File: src/rtl/pe_sys_pkg.sv
// Shared definitions for the PE memory arbiter: FSM state encoding and
// default sizing of the PE array.
package pe_sys_pkg;

   localparam int NUM_PE_DEF    = 4;
   localparam int BURST_LEN_DEF = 4;

   typedef enum logic [2:0] {
      IDLE  = 3'd0,
      START = 3'd1,
      ARB   = 3'd2,
      LOAD  = 3'd3,
      STORE = 3'd4,
      FIN   = 3'd5
   } state_t;

endpackage

File: src/rtl/rr_picker.sv
// Combinational round-robin picker: first asserted requester at or after ptr,
// wrapping at NUM_PE.
module rr_picker #(
   parameter int NUM_PE = 4,
   parameter int IDX_W  = 2
) (
   input  logic [NUM_PE-1:0] req,
   input  logic [IDX_W-1:0]  ptr,
   output logic              any,
   output logic [IDX_W-1:0]  idx
);

   int               pos;
   logic [IDX_W-1:0] pos_idx;

   always_comb begin
      any     = 1'b0;
      idx     = '0;
      pos     = 0;
      pos_idx = '0;
      // Scan farthest-first so the requester nearest to ptr is the last writer.
      for (int i = NUM_PE - 1; i >= 0; i--) begin
         pos = int'(ptr) + i;
         if (pos >= NUM_PE) pos = pos - NUM_PE;
         pos_idx = IDX_W'(pos);
         if (req[pos_idx]) begin
            any = 1'b1;
            idx = pos_idx;
         end
      end
   end

endmodule

File: src/rtl/pe_mem_arbiter.sv
// Shares one input-memory read port and one output-memory write port among
// NUM_PE controllers: store-first round robin, burst-locked loads, start/done.
module pe_mem_arbiter
   import pe_sys_pkg::*;
#(
   parameter int NUM_PE    = NUM_PE_DEF,
   parameter int BURST_LEN = BURST_LEN_DEF,
   parameter int IDX_W     = $clog2(NUM_PE)
) (
   input  logic              clk,
   input  logic              rst,
   input  logic              start_in,
   input  logic [NUM_PE-1:0] pe_load_req,
   input  logic [NUM_PE-1:0] pe_store_req,
   input  logic [NUM_PE-1:0] pe_done,
   output logic              start_out,
   output logic [NUM_PE-1:0] pe_grant,
   output logic [NUM_PE-1:0] pe_hold,
   output logic              mem_rd_en,
   output logic              mem_wr_en,
   output logic [IDX_W-1:0]  mem_sel,
   output logic              all_done
);

   localparam int CNT_W = (BURST_LEN > 1) ? $clog2(BURST_LEN) : 1;

   state_t            state, state_nxt;
   logic [IDX_W-1:0]  rr_ptr, rr_ptr_nxt;
   logic [CNT_W-1:0]  burst_cnt, burst_cnt_nxt;
   logic [NUM_PE-1:0] grant_nxt;
   logic [IDX_W-1:0]  sel_nxt;
   logic              st_any, ld_any;
   logic [IDX_W-1:0]  st_idx, ld_idx;

   function automatic logic [IDX_W-1:0] next_ptr(input logic [IDX_W-1:0] cur);
      next_ptr = (cur == IDX_W'(NUM_PE - 1)) ? '0 : cur + 1'b1;
   endfunction

   rr_picker #(.NUM_PE(NUM_PE), .IDX_W(IDX_W)) u_store_pick (
      .req (pe_store_req),
      .ptr (rr_ptr),
      .any (st_any),
      .idx (st_idx)
   );

   rr_picker #(.NUM_PE(NUM_PE), .IDX_W(IDX_W)) u_load_pick (
      .req (pe_load_req),
      .ptr (rr_ptr),
      .any (ld_any),
      .idx (ld_idx)
   );

   assign pe_hold = (pe_load_req | pe_store_req) & ~pe_grant;

   always_comb begin
      state_nxt     = state;
      rr_ptr_nxt    = rr_ptr;
      burst_cnt_nxt = burst_cnt;
      grant_nxt     = pe_grant;
      sel_nxt       = mem_sel;
      case (state)
         IDLE:  if (start_in) state_nxt = START;
         START: state_nxt = ARB;
         ARB: begin
            grant_nxt = '0;
            if (st_any) begin
               state_nxt         = STORE;
               sel_nxt           = st_idx;
               grant_nxt[st_idx] = 1'b1;
            end else if (ld_any) begin
               state_nxt         = LOAD;
               sel_nxt           = ld_idx;
               burst_cnt_nxt     = '0;
               grant_nxt[ld_idx] = 1'b1;
            end else if (&pe_done) begin
               state_nxt = FIN;
            end
         end
         LOAD: begin
            if (!$onehot(pe_grant)) begin
               state_nxt = IDLE;
            end else if (burst_cnt == CNT_W'(BURST_LEN - 1)) begin
               state_nxt     = ARB;
               rr_ptr_nxt    = next_ptr(mem_sel);
               burst_cnt_nxt = '0;
               grant_nxt     = '0;
            end else begin
               burst_cnt_nxt = burst_cnt + 1'b1;
            end
         end
         STORE: begin
            if (!$onehot(pe_grant)) begin
               state_nxt = IDLE;
            end else begin
               state_nxt  = ARB;
               rr_ptr_nxt = next_ptr(mem_sel);
               grant_nxt  = '0;
            end
         end
         FIN: state_nxt = FIN;
         default: state_nxt = IDLE;
      endcase
      // Recovery from a corrupted state/grant register drops everything.
      if (state_nxt == IDLE) begin
         grant_nxt     = '0;
         burst_cnt_nxt = '0;
      end
   end

   always_ff @(posedge clk or posedge rst) begin
      if (rst) begin
         state     <= IDLE;
         rr_ptr    <= '0;
         burst_cnt <= '0;
         pe_grant  <= '0;
         mem_sel   <= '0;
         mem_rd_en <= 1'b0;
         mem_wr_en <= 1'b0;
         start_out <= 1'b0;
         all_done  <= 1'b0;
      end else begin
         state     <= state_nxt;
         rr_ptr    <= rr_ptr_nxt;
         burst_cnt <= burst_cnt_nxt;
         pe_grant  <= grant_nxt;
         mem_sel   <= sel_nxt;
         mem_rd_en <= (state_nxt == LOAD);
         mem_wr_en <= (state_nxt == STORE);
         start_out <= (state_nxt == START);
         all_done  <= (state_nxt == FIN);
      end
   end

endmodule

File: config.mk
export PLATFORM = sky130hd
export DESIGN_NAME = pe_mem_arbiter
export DESIGN_NICKNAME = d
export VERILOG_FILES = /design/src/rtl/pe_sys_pkg.sv /design/src/rtl/rr_picker.sv /design/src/rtl/pe_mem_arbiter.sv
export SDC_FILE = /design/constraint.sdc
export NUM_CORES = 1
export LEC_CHECK = 0
export CORE_AREA = 5 5 60 62
export CTS_CLUSTER_DIAMETER = 120
export DETAILED_ROUTE_END_ITERATION = 10
export DIE_AREA = 0 0 65 67
export PLACE_DENSITY = 0.7
export SLEW_MARGIN = 15
export SYNTH_ARGS = -nofsm -noshare
export SYNTH_HDL_FRONTEND = slang
export SYNTH_SLANG_ARGS = --single-unit
File: constraint.sdc
create_clock -name clk -period 8.2 [get_ports clk]
set_input_delay 2.46 -clock clk [delete_from_list [all_inputs] [get_ports clk]]
set_output_delay 2.46 -clock clk [all_outputs]
set_load 0.05 [all_outputs]
Run 1, wiring by layer:
Scale bar: 20 um. Two of the layers only.
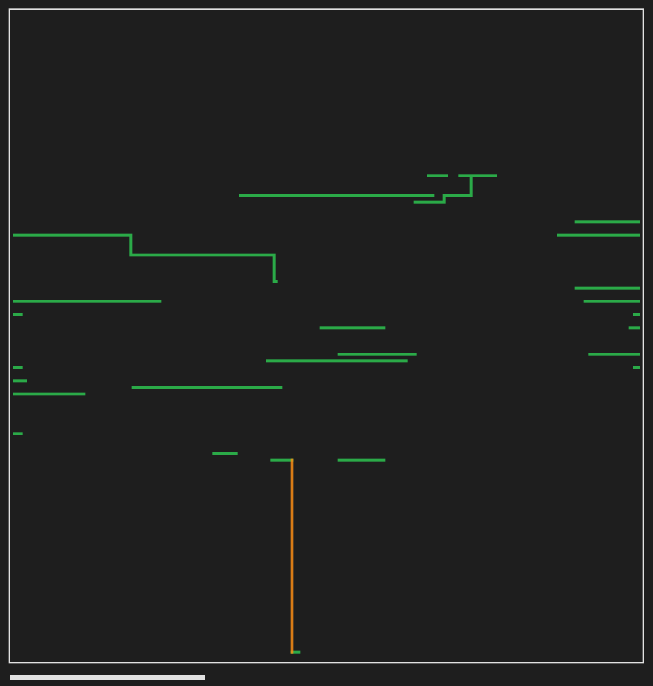
Key: orange = M4 [wire length 19.7 um]; green = M3 [wire length 177 um]
final WL: 3.127 mm
routed length per instance: 14.96 um
vias: 1174
GRT Overall Usage: 15.51%

Run 1, metal 1:
Scale bar: 20 um.
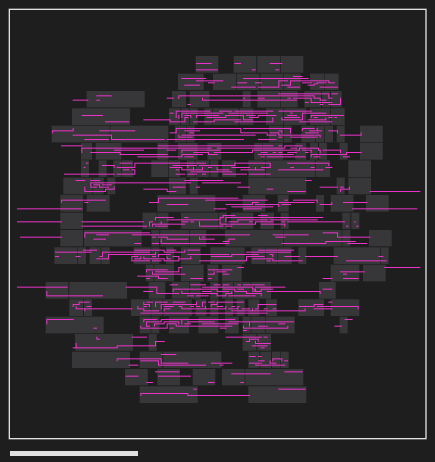
The wires run mostly horizontal. The layer carries 1530 um of wire. The layer holds 49% of the routed length. 182 nets have wire on it. The longest straight run is 21.2 um.

==> run summary, run 1 <==
run results: yosys aoi share 23.18%, Async SR Flop Fraction 100.0%, antenna diode count 0, flops out of synthesis 17, clock power share just under 8%, setup_tns 0 ns, fillcell total a little under 300, share of layout cells above drive strength 1 slightly above 9%, Top cells excl fill/tap clkdlybuf4s50_1 (28), nor2_1 (20), dfrtp_1 (17), Worst Hold Class flop to flop, placed cells a little over 200, Final Max Slew Viols 0, Mapped Cells between 100 and 150, delay-heaviest family, CP buffers and inverters, Detail Route Antenna Nets 0, placed inst area 1554 sq um, synthesized area 1274 sq um, design area approximately 1600 sq um, Pwr Density roughly 360 nW/um^2, RR Startpoint pe_grant[0], met1 GRT Util between 20% and 30%, Core Region ~3000 sq um, period utilization about four fifths, status complete, no violations, share of total power in combinational logic between 60% and 70%, vias per std cell between 5 and 6, root buf cell clkbuf_4, fraction of area in registers a little over a quarter, Simple-Gate Fraction of Synth Area approximately 28%, Buffers excl. clock 28, non-clk buf share 17.74%, first-pass GRT wire length 5.319 mm, I/O Pins 29, Slowest-stage cell, CP clkdlybuf4s50_1, Least-Margin Pin Slew between 0.6 and 0.7 ns, peak supply drop 0.1629 mV, CTS max path bufs 2, htree depth 1, yosys synthesis chip area ~1300 sq um, Comb/total area between 40% and 50%, mux share about 2.6%, Pre-antenna DRT Iters 4, most used routing layer met2, seq_cells 17, Layout Skew roughly 0.011 ns, switching part of the total about half, IO Port Bufs 28, Chip Height 67 um, Post-synth EDFFs 0, Post-CTS Hold Fix Bufs 0, Initial Util approximately 43%, vias in the first global route roughly 1200, WL met1 1.525 mm, max reg flops 4, fmax roughly 150 MHz, Comb gates about 110, mean post-synth cell area between 8 and 9 sq um, nonclk inv count 14, pre-CTS setup slack around 1.7 ns, top logic cell by instance count in the layout clkdlybuf4s50_1, Worst R2R Setup Slack 5.28 ns, top comb family, area simple AND/OR/NAND/NOR gates, R2R cell count 9, hold endpoint burst_cnt[1], CP cell instances clkdlybuf4s50_1 -> nor2_1 -> nor2_1 -> clkdlybuf4s50_1, clock-pin slew on the worst setup and hold paths approximately 0.090 ns, Crit path largest cell delay around 0.8 ns, Crit path depth 4, top layer used by detailed routing met4, slew margin rel. between 50% and 60%, post-synthesis sequential area ratio between 30 and 40%, post-DP HPWL around 2.5 mm, overall power 573.1 uW, max_cap viols 0, die area about 4400 sq um
Run 1, close-up of the layout:
Scale bar: 5 um. Window x 39 to 59, y 40 to 60 um. Cells in gray, sequential cells in the stronger gray; small squares are vias.
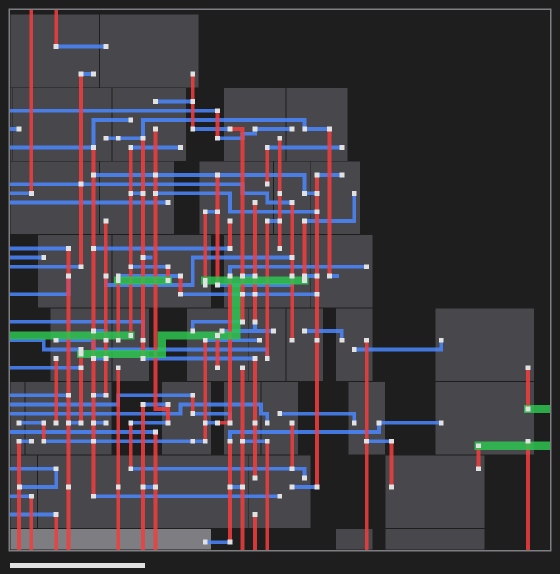
Key: red = M2; green = M3; blue = M1
Sequential cells in the window: 0. Most frequent: nor2_1 (7), clkdlybuf4s50_1 (7). 31 logic cells have their middle in the window.

-- run 1: power by group through the flow --
stage,logic [uW],clock network (uW),registers (uW)
2_1_floorplan,232,0,204
3_3_place_gp,364,0,157
3_5_place_dp,371,0,158
4_1_cts,371,46.5,157
5_1_grt,404,51.0,165
6_report,372,44.4,157
-- run 1: through the flow --
stage               util (%)  hold slack, ns
global placement       52.18          0.5132
finish                 53.07          0.5381
detailed placement     52.18          0.5264
global route           53.07          0.5549
floorplan                  -          0.4990
CTS                    53.07          0.5402
-- run 1: synthesized netlist by cell type, types with 4 or more instances --
library cell	n	area, sq um
a21oi_1	10	50.05
dfrtp_1	17	425.4
ha_1	4	50.05
inv_1	14	52.55
nand2_1	12	45.04
nor2_1	20	75.07
o21ai_0	9	45.04
Run 1, signal metal coverage by tile:
The die is cut into 13 by 13 equal tiles; white is low, dark blue is high, scaled to the fullest tile. Values are wire area over tile area, all layers added.
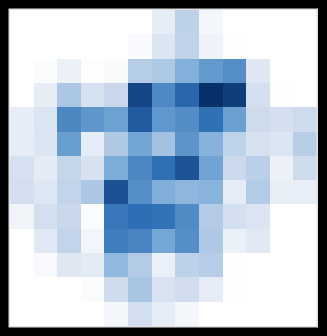

==> inputs of run 2 (changes only) <==
==> constraint.sdc (replaced) <==
create_clock -name clk -period 6.4 [get_ports clk]
set_input_delay 1.92 -clock clk [delete_from_list [all_inputs] [get_ports clk]]
set_output_delay 1.92 -clock clk [all_outputs]
set_load 0.05 [all_outputs]
Run 2, signal metal coverage by tile:
The die is cut into 13 by 13 equal tiles; white is low, dark blue is high, scaled to the fullest tile. Values are wire area over tile area, all layers added.
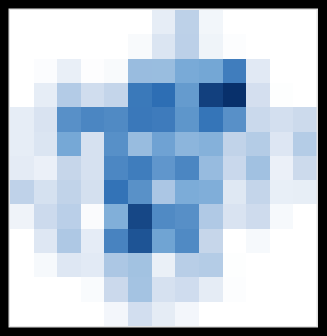
31% of the tiles are nearly empty. The fullest tile reaches 0.47. 18% of the tiles are over half the peak.

==> run 2 against run 1 <==
Effect of this change:
- largest cell class unchanged
- worst setup slack got worse by 0.70 ns
- first-iteration DRC count increased by 37%
- largest power group unchanged
- combinational power increased by 27%
- power increased by 28%
- clock-buffer cell count unchanged
- sequential share of layout area unchanged
- critical path type unchanged
==> run summary, run 2 <==
run results: worst hold margin 0.5381 ns (+0.00008900 ns), Top cells excl fill/tap clkdlybuf4s50_1 (28), nor2_1 (20), dfrtp_1 (17), Layout Skew 0.007215 ns (-0.003546 ns), fraction of area in registers 26.92% (unchanged), Die Width 65 um, register area ~430 sq um, synthesized net count about 170, area leader, netlist dfrtp_1, Simple-Gate Fraction of Synth Area 28.00% (unchanged), distinct lib cells 47, WP data required roughly 4.5 ns, final WL 3.016 mm (-3.5%), synth cell count leaders nor2_1 (20), dfrtp_1 (17), inv_1 (14), nand2_1 (12), a21oi_1 (10), top logic cell by instance count in the layout clkdlybuf4s50_1, Final Max Slew Viols 0 (unchanged), non-clk buf share 17.74% (unchanged), post-DP HPWL 2.477 mm (-0.47%), Yosys Instances ~150, share of layout cells above drive strength 1 9.091% (unchanged), seq pwr 202 uW (+29%), most used routing layer met2, clk pwr 56.4 uW (+27%), drt initial violations around 120, Async SR Flop Fraction 100.0% (unchanged), yosys aoi share 23.18% (unchanged), Post-CTS Repair Setup Buffers 0, Chip Height 67 um (unchanged), die area 4355 sq um (unchanged), htree depth 1 (unchanged), first-pass GRT wire length 5.195 mm (-2.3%), largest reg by FF count pe_grant, clock power share 7.7% (about the same), vias 1180 (+0.51%), Post-CTS Hold Fix Bufs 0 (unchanged), placed inst area 1554 sq um (unchanged), Clock Sinks 17, sequential fraction of design power between 20% and 30%, row cnt 20, post-synthesis sequential area ratio 33.40% (unchanged), met1 GRT Util 21.52% (-0.21 points), status complete, no violations, CP cell instances clkdlybuf4s50_1 -> nor2_1 -> nor2_1 -> clkdlybuf4s50_1, Initial Util 42.77% (unchanged), max_cap viols 0 (unchanged), Mapped Cells 148 (unchanged), unrepaired setup endpoints after global routing false, clk tree area frac roughly 1.7%, Tmin final roughly 5.4 ns, crit path DAT 3.49 ns, Logic cell area 754.5 sq um, seq_cells 17 (unchanged), routed length per instance 14.43 um (-3.5%), Core Region 2978 sq um (unchanged), share of total power in combinational logic 64.7% (about the same), clock-pin slew on the worst setup and hold paths 0.09 ns (about the same), clk_lat worst skew about 0.29 ns, DR WL met2 around 1.4 mm, Buffers excl. clock 28 (unchanged), slew margin rel. 54.68% (+0.59 points), flops out of synthesis 17 (unchanged), Crit path largest cell delay 0.81 ns (about the same), setup_tns 0 ns (unchanged), GRT Overall Usage 15.30% (-0.21 points), Comb gates 113 (unchanged), pre-CTS setup slack 0.9902 ns (-0.7033 ns), Slowest-stage cell, CP clkdlybuf4s50_1, fmax about 180 MHz, Layout area overhead 24.07%, Pre-antenna DRT Iters 4 (unchanged), synthesized area 1274 sq um (unchanged), CTS max path bufs 2 (unchanged), mean post-synth cell area 8.606 sq um (unchanged), period utilization about 84%, Comb/total area 47.74% (unchanged), total grt overflow 0, Layout Nets a little under 200, mux share 2.554% (unchanged), fillcell total 300 (+1.0%), root buf cell clkbuf_4, Pwr top combinational logic, main flop type dfrtp_1, dominant cell by count in the synthesized netlist nor2_1, CP endpoint kind output pin, nonclk inv count 14 (unchanged), Sw Pwr 374.0 uW, Worst Hold Class flop to flop, vias in the first global route 1142 (-1.3%), delay-heaviest family, CP buffers and inverters, top cells by area dfrtp_1 (33%), nor2_1 (5.9%), inv_1 (4.1%), clock buffer count 4, buffers plus inverters on the worst setup path 2, Logic power comb 473 uW (+27%), Critical Path Fanout Max 7, Post-Synth Adder-Cell Area under 10%, Pwr Density 462.9 nW/um^2 (+28%), Top-area cell share 33.40% (unchanged), critical setup path kind primary input to output pin, Least-Margin Pin Slew 0.6783 ns (-0.008764 ns), Ys Warns 0, OpenROAD warning count 26, I/O Pins 29 (unchanged), Detail Route Antenna Nets 0 (unchanged), final hold violation count 0, peak supply drop 0.2294 mV (+41%), IO Port Bufs 28 (unchanged), post-synthesis xor/xnor area fraction 0%, yosys synthesis chip area 1274 sq um (unchanged), top layer used by detailed routing met4, routing usage on met2 a little under a quarter, design area 1580 sq um (unchanged), pin count of the biggest net entering global routing 18, startpoint types primary input, WL met1 1.439 mm (-5.6%), vias per std cell 5.646 (+0.51%), post-CTS sizing 0, top comb family, area simple AND/OR/NAND/NOR gates, antenna diode count 0 (unchanged), Post-synth EDFFs 0 (unchanged), switching part of the total 51.12% (-0.14 points), max reg flops 4 (unchanged)
run 2: cell counts in the layout (fill, tap and decap cells not counted):
No cell type changed its count.
run 2: final timing paths:
path,from,to,slack (ns),cells after the start
worst max-delay path,pe_load_req[3],pe_hold[3],0.99,4
worst min-delay path,burst_cnt[1],burst_cnt[1],0.54,2
worst max register to register,pe_grant[0],pe_grant[3],3.49,9
worst min register to register,burst_cnt[1],burst_cnt[1],0.54,2
max in group asynchronous,rst,burst_cnt[0],3.98,2
min in group asynchronous,rst,state[2],2.00,2
run 2: per-stage QoR:
step	std cells	util (%)	power, uW
CTS	209	53.07	735.6
global route	209	53.07	794.0
finish	209	53.07	731.6
global placement	205	52.18	667.7
detailed placement	205	52.18	678.0
floorplan	148	-	559.2
No activity file was given, so power comes from the tool's default toggle rates.
